File: src/rtl/mt_noc_pkg.sv
// Shared types and constants for the MouseTrap injection path.
// Holds the arbiter state encoding and synchronizer depth.
package mt_noc_pkg;

  typedef enum logic [1:0] {
    ST_IDLE,
    ST_LAUNCH,
    ST_WAIT_ACK
  } mt_state_t;

  localparam int DATA_W_DEF  = 32;
  localparam int SYNC_STAGES = 2;

  function automatic int rr_next(
    input int ptr,
    input int k,
    input int n
  );
    return (ptr + k) % n;
  endfunction

endpackage

File: src/rtl/mt_ack_sync.sv
// Multi-flop synchronizer bringing the async-stage ack into clk.
// Resets asynchronously to 0 so req/ack parity restarts at 0/0.
module mt_ack_sync
  import mt_noc_pkg::*;
#(
  parameter int STAGES = SYNC_STAGES
) (
  input  logic clk,
  input  logic rst_n,
  input  logic d,
  output logic q
);

  logic [STAGES-1:0] sync;

  always_ff @(posedge clk or negedge rst_n) begin
    if (!rst_n) begin
      sync <= '0;
    end else begin
      sync <= STAGES'({sync, d});
    end
  end

  assign q = sync[STAGES-1];

endmodule

File: src/rtl/mt_inject_arbiter.sv
// Round-robin injector from clocked requesters into a two-phase MouseTrap pipe.
// Define MT_INJECT_TIMEOUT_EN to build the sticky WAIT_ACK watchdog on err.
module mt_inject_arbiter
  import mt_noc_pkg::*;
#(
  parameter int NREQ        = 4,
  parameter int DATA_W      = DATA_W_DEF,
  parameter int TIMEOUT_CYC = 255
) (
  input  logic                     clk,
  input  logic                     extReset,
  input  logic [NREQ-1:0]          in_valid,
  input  logic [NREQ*DATA_W-1:0]   in_data,
  output logic [NREQ-1:0]          in_ready,
  output logic [DATA_W-1:0]        out_data,
  output logic                     out_req,
  input  logic                     out_ack,
  output logic [$clog2(NREQ)-1:0]  out_src,
  output logic                     err
);

  localparam int SRC_W = $clog2(NREQ);

  if (NREQ < 2 || NREQ > 8 || TIMEOUT_CYC < 1) begin : g_bad_cfg
    $error("mt_inject_arbiter: parameter out of range");
  end

  mt_state_t        state;
  logic [SRC_W-1:0] rr_ptr;
  logic [SRC_W-1:0] pick;
  logic             any_valid;
  logic             ack_s;

  mt_ack_sync #(
    .STAGES (SYNC_STAGES)
  ) u_ack_sync (
    .clk   (clk),
    .rst_n (extReset),
    .d     (out_ack),
    .q     (ack_s)
  );

  assign any_valid = |in_valid;

  // First valid requester strictly after the last winner.
  always_comb begin
    logic             found;
    logic [SRC_W-1:0] idx;
    pick  = rr_ptr;
    found = 1'b0;
    idx   = '0;
    for (int k = 1; k <= NREQ; k++) begin
      idx = SRC_W'(rr_next(int'(rr_ptr), k, NREQ));
      if (!found && in_valid[idx]) begin
        pick  = idx;
        found = 1'b1;
      end
    end
  end

  always_comb begin
    in_ready = '0;
    if (extReset && state == ST_IDLE && any_valid) begin
      in_ready = NREQ'(1) << pick;
    end
  end

  always_ff @(posedge clk or negedge extReset) begin
    if (!extReset) begin
      state    <= ST_IDLE;
      out_req  <= 1'b0;
      out_data <= '0;
      out_src  <= '0;
      rr_ptr   <= SRC_W'(NREQ - 1);
    end else begin
      unique case (state)
        ST_IDLE: begin
          if (any_valid) begin
            out_data <= in_data[pick*DATA_W +: DATA_W];
            out_src  <= pick;
            rr_ptr   <= pick;
            state    <= ST_LAUNCH;
          end
        end
        // Data already settled for a full cycle before this edge.
        ST_LAUNCH: begin
          out_req <= ~out_req;
          state   <= ST_WAIT_ACK;
        end
        ST_WAIT_ACK: begin
          if (ack_s == out_req) begin
            state <= ST_IDLE;
          end
        end
        default: state <= ST_IDLE;
      endcase
    end
  end

`ifdef MT_INJECT_TIMEOUT_EN
  localparam int WD_W = $clog2(TIMEOUT_CYC + 1);

  logic [WD_W-1:0] wdog;

  always_ff @(posedge clk or negedge extReset) begin
    if (!extReset) begin
      wdog <= '0;
      err  <= 1'b0;
    end else if (state == ST_LAUNCH) begin
      wdog <= '0;
    end else if (state == ST_WAIT_ACK) begin
      if (wdog != WD_W'(TIMEOUT_CYC)) begin
        wdog <= wdog + 1'b1;
      end
      if (wdog == WD_W'(TIMEOUT_CYC - 1)) begin
        err <= 1'b1;
      end
    end
  end
`else
  assign err = 1'b0;
`endif

endmodule

File: config.mk
export PLATFORM = sky130hd
export DESIGN_NAME = mt_inject_arbiter
export DESIGN_NICKNAME = d
export VERILOG_FILES = /design/src/rtl/mt_noc_pkg.sv /design/src/rtl/mt_ack_sync.sv /design/src/rtl/mt_inject_arbiter.sv
export SDC_FILE = /design/constraint.sdc
export NUM_CORES = 1
export LEC_CHECK = 0
export ABC_AREA = 0
export CAP_MARGIN = 20
export CORE_ASPECT_RATIO = 1.75
export CORE_MARGIN = 2
export CORE_UTILIZATION = 39
export CTS_CLUSTER_SIZE = 8
export DETAILED_ROUTE_END_ITERATION = 10
export GPL_ROUTABILITY_DRIVEN = 0
export PLACE_DENSITY = 0.85
export SETUP_SLACK_MARGIN = 0.4
export SYNTH_ARGS = -nofsm -noshare
export SYNTH_HDL_FRONTEND = slang
export SYNTH_SLANG_ARGS = --single-unit
File: constraint.sdc
create_clock -name clk -period 3.33 [get_ports clk]
set_input_delay 0.4995 -clock clk [delete_from_list [all_inputs] [get_ports clk]]
set_output_delay 0.4995 -clock clk [all_outputs]
set_load 0.02 [all_outputs]
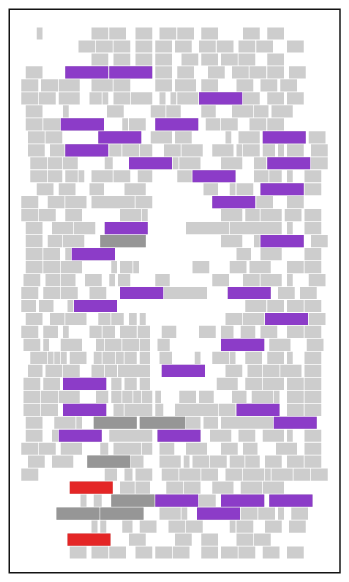
Run 1: sequential cells grouped by signal name
Other sequential cells in the stronger gray, the rest of the logic in the fainter gray.
out_data: shown in purple, sequential cells 32, where all over the die. out_src: shown in red, sequential cells 2.
sequential share of cell area: 0.212
Seq power: 0.912 mW
Register Area: 1030 um^2
Final Util: 0.676

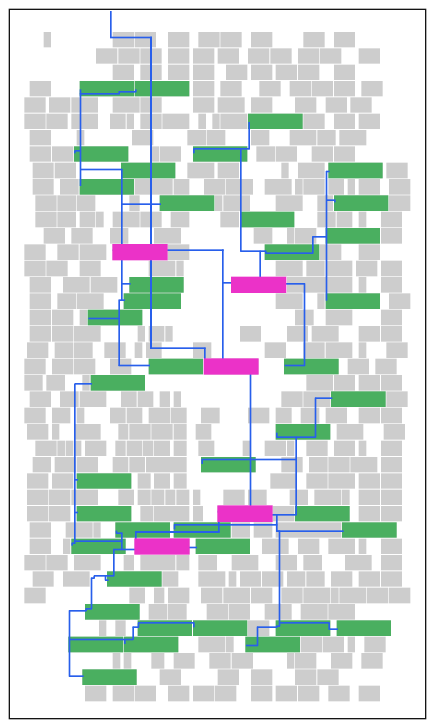
Run 1: clock distribution
cells driving clock nets: shown in magenta, count 5. clock wires: shown in blue, length 585 um. flip-flops: shown in green, count 41.
Position of the flops: all over the die. There are 6 routed clock nets.

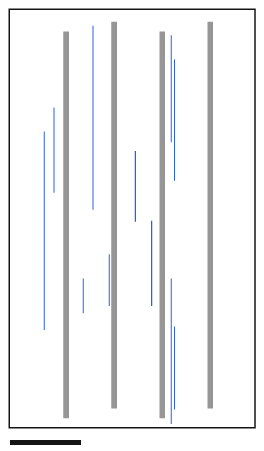
Run 1: met4 routing
Bar = 20 um. Supply wires on this layer in gray.
The longest straight run is 55.8 um. The layer carries 326 um of wire. The layer holds 3.3% of the routed length. The wires run mostly vertical.

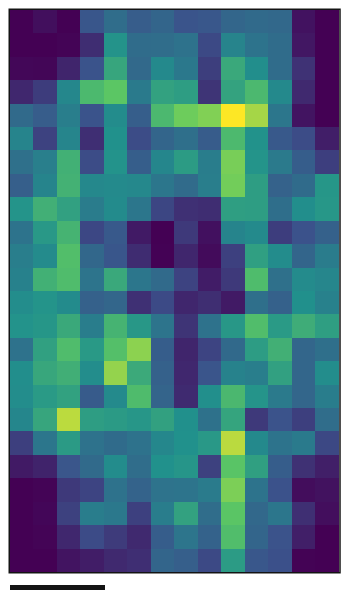
Run 1: wire density map
Bar = 20 um. The die is cut into 14 by 24 equal tiles; dark purple is low, yellow is high, scaled to the fullest tile. Values are wire area over tile area, all layers added.
The densest ninth of the die: middle left. The mean over all tiles is 0.20. The fullest tile reaches 0.55. 7.4% of the tiles are nearly empty. 26% of the tiles are over half the peak.

## run 1: critical path: cells and delay by family
family | cells | cell delay, ps
and+or+nand+nor | 4 | 840
AOI/OAI and AO/OA | 1 | 80
buffers and inverters | 2 | 860
## run 1: cell families (layout without fill, tap and decap cells)
group                     after synthesis  in the layout  share of synthesized area
muxes                                  32             32                      0.111
AOI/OAI and AO/OA                      72             72                      0.275
other                                   1              1                    0.00130
xor gates and xnor gates                2              2                    0.00607
and+or+nand+nor                        93             93                      0.192
buffers and inverters                  30            192                     0.0581
DFF                                    41             41                      0.356
## run 1: sequential cells by signal, summed over array words and instances, names as in the netlist
register / flops
rr_ptr: 2
state: 2
u_ack_sync.sync: 2
out_data: 32
out_src: 2
out_req: 1
## run 1: final timing paths
| path | to | depth (start not counted) | slack [ps] | from |
|---|---|---|---|---|
| max reg2reg | out_data[6]$_DFFE_PN0P_ | 7 | 880 | rr_ptr[0]$_DFFE_PN1P_ |
| min reg2reg | u_ack_sync.sync[1]$_DFF_PN0_ | 0 | 350 | u_ack_sync.sync[0]$_DFF_PN0_ |
| max in group asynchronous | out_data[13]$_DFFE_PN0P_ | 2 | 2440 | extReset |
| min | out_data[11]$_DFFE_PN0P_ | 1 | 170 | extReset |
| max | in_ready[1] | 7 | 560 | in_valid[2] |
| min in group clk | u_ack_sync.sync[1]$_DFF_PN0_ | 0 | 350 | u_ack_sync.sync[0]$_DFF_PN0_ |
## run 1: cell type report
class,count,share of cell area
clock buffer,5,0.0258
clock inverter,3,0.0134
multi-input combinational,200,0.355
sequential,41,0.212
tap,86,0.0222
timing repair buffer,184,0.372
## run 1: per-layer routing
metal  part of all wire  up-vias
li1                   -     1357
met4              0.032        0
met1               0.36     1370
met5                  0        -
met3              0.057       23
met2               0.55      132
==> run summary, run 1 <==
flow finished, numbers: global-route wire length before repair 16,400 um, CP max stage cell clkdlybuf4s50_1, post-synthesis sequential area ratio 0.356, # hold bufs at CTS 0, met2 Usage GRT 0.456, CP startpoint kind input pin, FMAX 0.361 GHz, CP Cell Sequence clkdlybuf4s50_1 > or2_1 > a21boi_4 > or3_2 > nand3_1 > nor2_1 > dlygate4sd2_1, Buffers on Ports 173, TNS Setup 0 ps, vias in the first global route 3,237, tool warnings 26, Post-CTS Setup Repair Bufs 0, Mapped Avg Cell Area 10.7 um^2, max cap viols 0, static leakage 1.82 nW, share of cells above drive strength 1 0.192, I/O pin cnt 175, cell area power density 851 nW/um^2, Synth flops 41, post-route DRC violation count 0, Filler cells 593, Clock power frac 0.152, Synth cell types 28, ant diodes 0, core area 7180 um^2, initial antenna violation count 0, clk latency late pin 280 ps, Post-Syn Area 2890 um^2, comb pwr 2.59 mW, highest-power group combinational logic, Max VDD drop 0.927 mV, Top cells by area dfrtp_1 (34%), a211oi_2 (23%), mux2i_1 (11%), number of enable flip-flop cells 0, cell type with the largest total area dfrtp_1, clk sinks 41, CP max FO 3, clock buffers created by TritonCTS 5, Seq pwr share 0.221, Critical Path End Type output port, Yosys Instances 271, fin cells 519, count of final max-slew check failures 0, final-report hold violation count 0, mean number of vias per cell 5.55, cts repair resizes 4, total global routing track utilization 0.251, Post-Syn Nets 406, Req. time, crit path 2830 ps, Clock Tree Buf Depth 2, net switching power of the design 1.78 mW, maximum number of pins on one net before global-route repair 35, final worst path period need 2770 ps, TritonCTS clock tree built, total gr overflow 0, Top cell area share 0.338, Commonest Layout Cell clkdlybuf4s50_1, Pre-Place Util 0.402, crit path DAT 2270 ps, outcome complete, no violations, pre-CTS worst setup slack 351 ps, Syn-to-layout area delta 68.2%, wire per inst 19.4 um, Die Size 8130 um^2, Placed Area 4670 um^2, final antenna-violating net count 0, footprint of the multi-input gates 1730 um^2, H-Tree Depth 2, max_slew headroom 0.373, Worst Tran Pin Value 941 ps, unrepaired setup endpoints after global routing no, kind of critical path in2out, skew final 5.13 ps, Post-DP HPWL 7400 um, cell count after synthesis 271, post-synthesis cell type with the largest instance count a211oi_2, Post-synth ARST share 1.00, GRT Max-Usage Layer met2, clk slew on worst S/H paths 60 ps, Total Wirelength 10,100 um, combinational cell fraction of total power 0.627, worst min path class in2async, slowest stage delay, CP 530 ps, final worst-path cycle share 0.831, met3 Use GR 0.0471, Synth top cells by count a211oi_2 (53), nor2_1 (43), dfrtp_1 (39), mux2i_1 (32), nor4b_1 (32), routed vias 2,882, Final WS setup 562 ps, nets@finish 567, Top Layout Cells clkdlybuf4s50_1 (168), a211oi_2 (53), nor2_1 (42), dfrtp_1 (39), final instance area 4860 um^2, Ys Warns 0, number of cell rows 41, Clk Tree Root Cell clkbuf_16, endpoints failing setup 0
Run 1, cell outlines without signal wires:
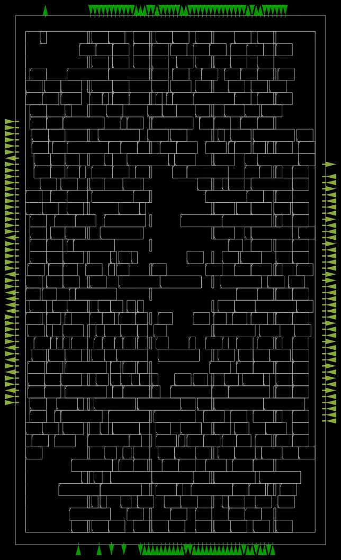

==> run 2, diff against run 1 <==
--- a/config.mk
+++ b/config.mk
@@ -9,11 +9,11 @@
 export CAP_MARGIN = 20
 export CORE_ASPECT_RATIO = 1.75
 export CORE_MARGIN = 2
-export CORE_UTILIZATION = 39
+export CORE_UTILIZATION = 34
 export CTS_CLUSTER_SIZE = 8
 export DETAILED_ROUTE_END_ITERATION = 10
 export GPL_ROUTABILITY_DRIVEN = 0
-export PLACE_DENSITY = 0.85
+export PLACE_DENSITY = 0.78
 export SETUP_SLACK_MARGIN = 0.4
 export SYNTH_ARGS = -nofsm -noshare
 export SYNTH_HDL_FRONTEND = slang
==> constraint.sdc (replaced) <==
create_clock -name clk -period 2.5 [get_ports clk]
set_input_delay 0.375 -clock clk [delete_from_list [all_inputs] [get_ports clk]]
set_output_delay 0.375 -clock clk [all_outputs]
set_load 0.02 [all_outputs]
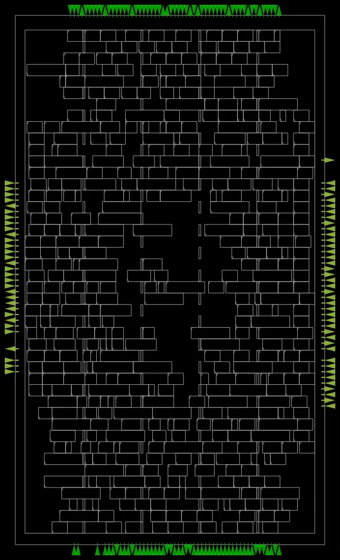
Run 2: cell outlines without signal wires
core area: 8260 um^2
number of cell rows: 44
TAP cells: 92
Final Util: 0.649
fin cells: 543

==> run 2 against run 1 <==
Global-route usage fell by 1.9 points. First-iteration DRC count fell by 13%. Critical path depth did not move. Sequential power rose by 33%. Cell count rose by 4.6%. Area after synthesis did not move. Core utilization fell by 2.7 points. Critical path type is now reg2out. Die size rose by 14%.
==> run summary, run 2 <==
flow finished, numbers: Comb/total area 0.376 (+0.0203), Clock power frac 0.113 (-0.039), Post-synth ARST share 1.00 (unchanged), Synth top cells by count a211oi_2 (53), nor2_1 (43), dfrtp_1 (39), mux2i_1 (32), nor4b_1 (32), combinational cell fraction of total power 0.688 (+0.061), total global routing track utilization 0.232 (-0.0188), worst min path class in2async, final antenna-violating net count 0 (unchanged), static leakage 2.01 nW (+10%), Max VDD drop 0.891 mV (-3.9%), Pre-Place Util 0.350 (-0.0524), kind of critical path reg2out, count of final max-slew check failures 0 (unchanged), Die Size 9270 um^2 (+14%), total gr overflow 0 (unchanged), crit path DAT 1790 ps (-480 ps), Worst Tran Pin Value 599 ps (-341 ps), cell type with the largest total area dfrtp_1, wire per inst 20.2 um (+4.3%), Post-Syn Nets 406 (unchanged), ant diodes 0 (unchanged), pre-CTS worst setup slack -212 ps (-563 ps), nets@finish 585 (+3.2%), outcome complete, no violations, clk_buf instances 7 (+2), Seq power 1.21 mW (+33%), sequential cells 41 (unchanged), routed vias 2,960 (+2.7%), Post-DP HPWL 7590 um (+2.5%), slowest stage delay, CP 590 ps (+60 ps), number of enable flip-flop cells 0 (unchanged), skew final 6.43 ps (+1.30 ps), Filler cells 659 (+11%), Total Wirelength 11,000 um (+9.1%), Clk Tree Root Cell clkbuf_16, # hold bufs at CTS 0 (unchanged), Seq pwr share 0.199 (-0.022), Clock Tree Buf Depth 2 (unchanged), clk latency late pin 280 ps (about the same), Final WS setup 335 ps (-227 ps), sequential share of cell area 0.192 (-0.0198), clk slew on worst S/H paths 60 ps (about the same), final worst path period need 2170 ps, footprint of the multi-input gates 2010 um^2 (+17%), cell count after synthesis 271 (unchanged), CP Cell Sequence nand2b_4 > a21boi_4 > buf_4 > nor3_4 > nand3_2 > nor2_2 > buf_6, Post-Syn Area 2890 um^2 (unchanged), comb pwr 4.20 mW (+62%), final-report hold violation count 0 (unchanged), net switching power of the design 2.69 mW (+51%), global-route wire length before repair 16,600 um (+1.6%), Ys Warns 0 (unchanged), maximum number of pins on one net before global-route repair 42 (+20%), number of non-clock buffers 202 (+9.8%), FMAX 0.462 GHz, I/O pin cnt 175 (unchanged), initial antenna violation count 0 (unchanged), Top cells by area dfrtp_1 (34%), a211oi_2 (23%), mux2i_1 (11%), Placed Area 4790 um^2 (+2.5%), Critical Path End Type output port, NonClk Buf Share 0.381 (+0.00990), unrepaired setup endpoints after global routing yes, H-Tree Depth 2 (unchanged), Syn-to-layout area delta 85.6%, final worst-path cycle share 0.866, endpoints failing setup 0 (unchanged), Yosys Instances 271 (unchanged), tool warnings 28 (+7.7%), Synth flops 41 (unchanged), mean number of vias per cell 5.45 (-1.8%), post-route DRC violation count 0 (unchanged)
run 2: path summary, 6_finish.rpt:
check                                        startpoint                           end  slack, ps  cells after the start
max                               rr_ptr[0]$_DFFE_PN1P_                   in_ready[0]        330                      7
min                                            extReset       out_data[3]$_DFFE_PN0P_        280                      2
max in group asynchronous                      extReset        out_src[0]$_DFFE_PN0P_       1840                      2
min reg2reg                u_ack_sync.sync[0]$_DFF_PN0_  u_ack_sync.sync[1]$_DFF_PN0_        360                      0
min in group clk           u_ack_sync.sync[0]$_DFF_PN0_  u_ack_sync.sync[1]$_DFF_PN0_        360                      0
max reg2reg                       rr_ptr[0]$_DFFE_PN1P_       out_data[2]$_DFFE_PN0P_        340                      7
run 2: critical path, delay by kind of cell (launching register included):
family                 cells  cell delay [ps]
AOI/OAI and AO/OA          1               70
buffers and inverters      2              280
and+or+nand+nor            4              590
DFF                        1              590
run 2: what timing repair did:
item | CTS | global route
setup buffers | 4 | 1
cloned | 1 | 1
pin swaps | 15 | 42
endpoints found under the setup margin | 36 | 36
resized | 53 | 33
run 2: per-layer routing:
| layer | routed length (um) | global-route usage |
|---|---|---|
| met5 | 0 | 0 |
| met4 | 383 | 0.0941 |
| met3 | 463 | 0.0256 |
| met2 | 6070 | 0.428 |
| met1 | 4050 | 0.259 |
run 2: through the flow:
step / power (mW) / hold WS [ps]
2_1_floorplan: 3.49 / 79.4
3_3_place_gp: 4.77 / 338
3_5_place_dp: 4.85 / 351
4_1_cts: 5.84 / 294
5_1_grt: 6.45 / 338
6_report: 6.10 / 278
run 2: cell families after synthesis:
kind of cell    Yosys count  synth area share
mux                      32             0.111
flops                    41             0.356
simple gates             93             0.192
xor+xnor                  2           0.00607
buf+inv                  30            0.0581
other cells               1           0.00130
compound gates           72             0.275
Run 2, wire density map:
Bar = 20 um. The die is cut into 15 by 25 equal tiles; dark purple is low, yellow is high, scaled to the fullest tile. Values are wire area over tile area, all layers added.
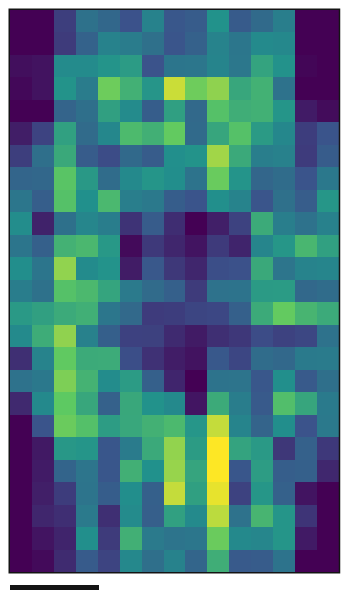

==> run 3, diff against run 2 <==
--- a/config.mk
+++ b/config.mk
@@ -14,7 +14,8 @@
 export DETAILED_ROUTE_END_ITERATION = 10
 export GPL_ROUTABILITY_DRIVEN = 0
 export PLACE_DENSITY = 0.78
-export SETUP_SLACK_MARGIN = 0.4
+export SETUP_SLACK_MARGIN = 0.2
 export SYNTH_ARGS = -nofsm -noshare
 export SYNTH_HDL_FRONTEND = slang
 export SYNTH_SLANG_ARGS = --single-unit
+export TNS_END_PERCENT = 5
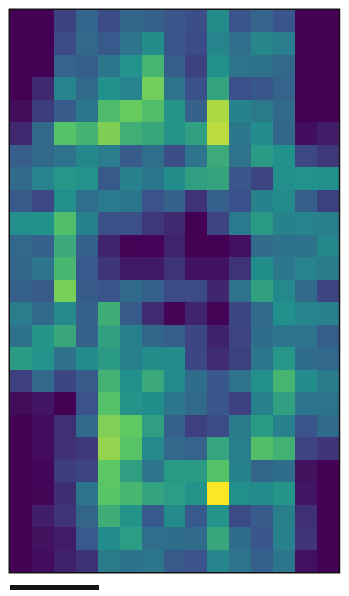
Run 3: wire density map
Bar = 20 um. The die is cut into 15 by 25 equal tiles; dark purple is low, yellow is high, scaled to the fullest tile. Values are wire area over tile area, all layers added.
The mean over all tiles is 0.19. 10% of the tiles are nearly empty. 19% of the tiles are over half the peak.

==> run 3 against run 2 <==
Register-to-register slack worse by 120 ps. Core utilization decreased by 3.8 points. Hold slack worse by 190 ps. Final area decreased by 5.9%. Die size unchanged. Sequential power barely moved. Fmax is 6.7% lower. Combinational power fell by 9.3%. Critical path type unchanged. Critical endpoint is now in_ready[3]. Highest routed layer unchanged.
==> run summary, run 3 <==
flow finished, numbers: Commonest Layout Cell clkdlybuf4s50_1, Yosys Instances 271 (unchanged), tool warnings 28 (unchanged), Placed Area 4800 um^2 (+0.21%), clk latency late pin 280 ps (about the same), final-report hold violation count 0 (unchanged), Pwr Total 5.66 mW (-7.3%), comb pwr 3.81 mW (-9.3%), fin cells 542 (-0.18%), commonest register cell after synthesis dfrtp_1, crit path DAT 1950 ps (+160 ps), worst min path class in2async, final antenna-violating net count 0 (unchanged), number of cell rows 44 (unchanged), number of enable flip-flop cells 0 (unchanged), Clock Tree Buf Depth 2 (unchanged), ant diodes 0 (unchanged), static leakage 1.92 nW (-4.3%), Die Height 126 um, Iteration-0 DRC Markers 85, cell type with the largest total area dfrtp_1, Clock power frac 0.113 (about the same), Seq pwr share 0.214 (+0.015), CP startpoint kind register, post-synthesis sequential area ratio 0.356, Synth cell types 28, Buffers on Ports 173, final instance area 5040 um^2, unrepaired setup endpoints after global routing yes, Worst Tran Pin Value 612 ps (+12.6 ps), Top cell area share 0.338, FF-to-FF path depth 7 (unchanged), post-synthesis cell type with the largest instance count a211oi_2, routed vias 3,007 (+1.6%), Yosys chip area 2890 um^2, crit path launch rr_ptr[1]$_DFFE_PN1P_, max reg flops 32, Syn-to-layout area delta 74.6%, Post-synth ARST share 1.00 (unchanged), Die Size 9270 um^2 (unchanged), vias in the first global route 3,244, skew final 5.15 ps (-1.29 ps), Clk Tree Root Cell clkbuf_16, Setup crit end in_ready[3], Max VDD drop 0.822 mV (-7.8%), max_slew headroom 0.592, I/O pin cnt 175 (unchanged), highest-power group combinational logic, Placed Instances 529, Post-Syn Nets 406 (unchanged), Top Layout Cells clkdlybuf4s50_1 (164), a211oi_2 (54), nor2_1 (42), dfrtp_1 (39), most flop-heavy register out_data, r2r endpoint out_data[23]$_DFFE_PN0P_, # hold bufs at CTS 0 (unchanged), clk slew on worst S/H paths 60 ps (about the same), final worst path period need 2320 ps (+155 ps), Final Util 0.610 (-0.0383), maximum number of pins on one net before global-route repair 35 (-17%), kind of critical path reg2out, Pint 3.17 mW, pre-CTS worst setup slack -198 ps (+13.4 ps), Seq power 1.21 mW (about the same), Top cells by area dfrtp_1 (34%), a211oi_2 (23%), mux2i_1 (11%), total gr overflow 0 (unchanged), reg2reg setup slack 220 ps (-120 ps), DRT Pass-1 Iters 5, Critical R2R Launch rr_ptr[1]$_DFFE_PN1P_, Post-Syn Area 2890 um^2 (unchanged), sw frac 0.440, wire per inst 19.6 um (-3.0%), Req. time, crit path 2120 ps, Mapped Avg Cell Area 10.7 um^2, final worst-path cycle share 0.928 (+0.0621), H-Tree Depth 2 (unchanged), endpoints failing setup 0 (unchanged), cell area power density 1120 nW/um^2, count of final max-slew check failures 0 (unchanged), Final WS setup 180 ps (-155 ps), CP max FO 4, clock buffers created by TritonCTS 5, Total Wirelength 10,600 um (-3.2%), TNS Setup 0 ps, combinational cell fraction of total power 0.674 (-0.014), clock group total power 0.637 mW, share of cells above drive strength 1 0.251, initial antenna violation count 0 (unchanged), core area 8260 um^2 (unchanged), cell count after synthesis 271 (unchanged), clk sinks 41, outcome complete, no violations, total global routing track utilization 0.230 (-0.00223), mean number of vias per cell 5.55 (+1.8%), Hold WS 89.0 ps (-189 ps), net switching power of the design 2.49 mW (-7.4%), Post-DP HPWL 7810 um (+2.9%), Die W 73.7 um, nets@finish 584 (-0.17%), Synth top cells by count a211oi_2 (53), nor2_1 (43), dfrtp_1 (39), mux2i_1 (32), nor4b_1 (32), FMAX 0.431 GHz (-6.7%), Ys Warns 0 (unchanged), post-route DRC violation count 0 (unchanged), TritonCTS clock tree built, Critical Path End Type output port, global-route wire length before repair 16,400 um (-1.5%), Pre-Place Util 0.350 (unchanged), Synth flops 41 (unchanged), max cap viols 0
## run 3: area by class of cell
class / count / area (um^2)
fill: 702 / 3220
clock inverter: 3 / 17.5
multi-input combinational: 200 / 1780
sequential: 41 / 1030
timing repair buffer: 201 / 1970
tap: 92 / 115
clock buffer: 5 / 125
## run 3: how the worst min path moves through the flow
stage	startpoint	end	slack, ps	depth (start not counted)
after floorplan	extReset	out_data[0]$_DFFE_PN0P_	80	0
after global placement	u_ack_sync.sync[0]$_DFF_PN0_	u_ack_sync.sync[1]$_DFF_PN0_	340	0
after detailed placement	u_ack_sync.sync[0]$_DFF_PN0_	u_ack_sync.sync[1]$_DFF_PN0_	360	0
after CTS	extReset	out_data[7]$_DFFE_PN0P_	90	2
after global routing	extReset	out_data[7]$_DFFE_PN0P_	110	2
final	extReset	out_data[7]$_DFFE_PN0P_	90	2
## run 3: what timing repair did
action,4_1_cts,5_1_grt
buffers inserted,5,0
resized,25,5
setup endpoints to repair,36,36
gates cloned,0,0
pin swaps,1,2
## run 3: cell families (layout without fill, tap and decap cells)
family / Yosys count / in the layout / synth area share
AOI/OAI and AO/OA: 72 / 72 / 0.275
xor gates and xnor gates: 2 / 2 / 0.00607
buffers and inverters: 30 / 209 / 0.0581
DFF: 41 / 41 / 0.356
muxes: 32 / 32 / 0.111
other: 1 / 1 / 0.00130
and+or+nand+nor: 93 / 93 / 0.192
## run 3: critical path: stages, from the launching register on
cell,delay (ps)
dfstp_2,600
or2_4,150
a21boi_4,60
or3_2,470
nand3_2,100
nor2_1,40
clkdlybuf4s15_2,240
## run 3: metal layers
layer	wire [um]	vias to the layer above	track usage
met5	0	-	0
met4	391	0	0.106
met3	613	26	0.0352
met2	5800	128	0.412
met1	3820	1462	0.255
li1	-	1391	-
Power is estimated from default activity; no workload was simulated.
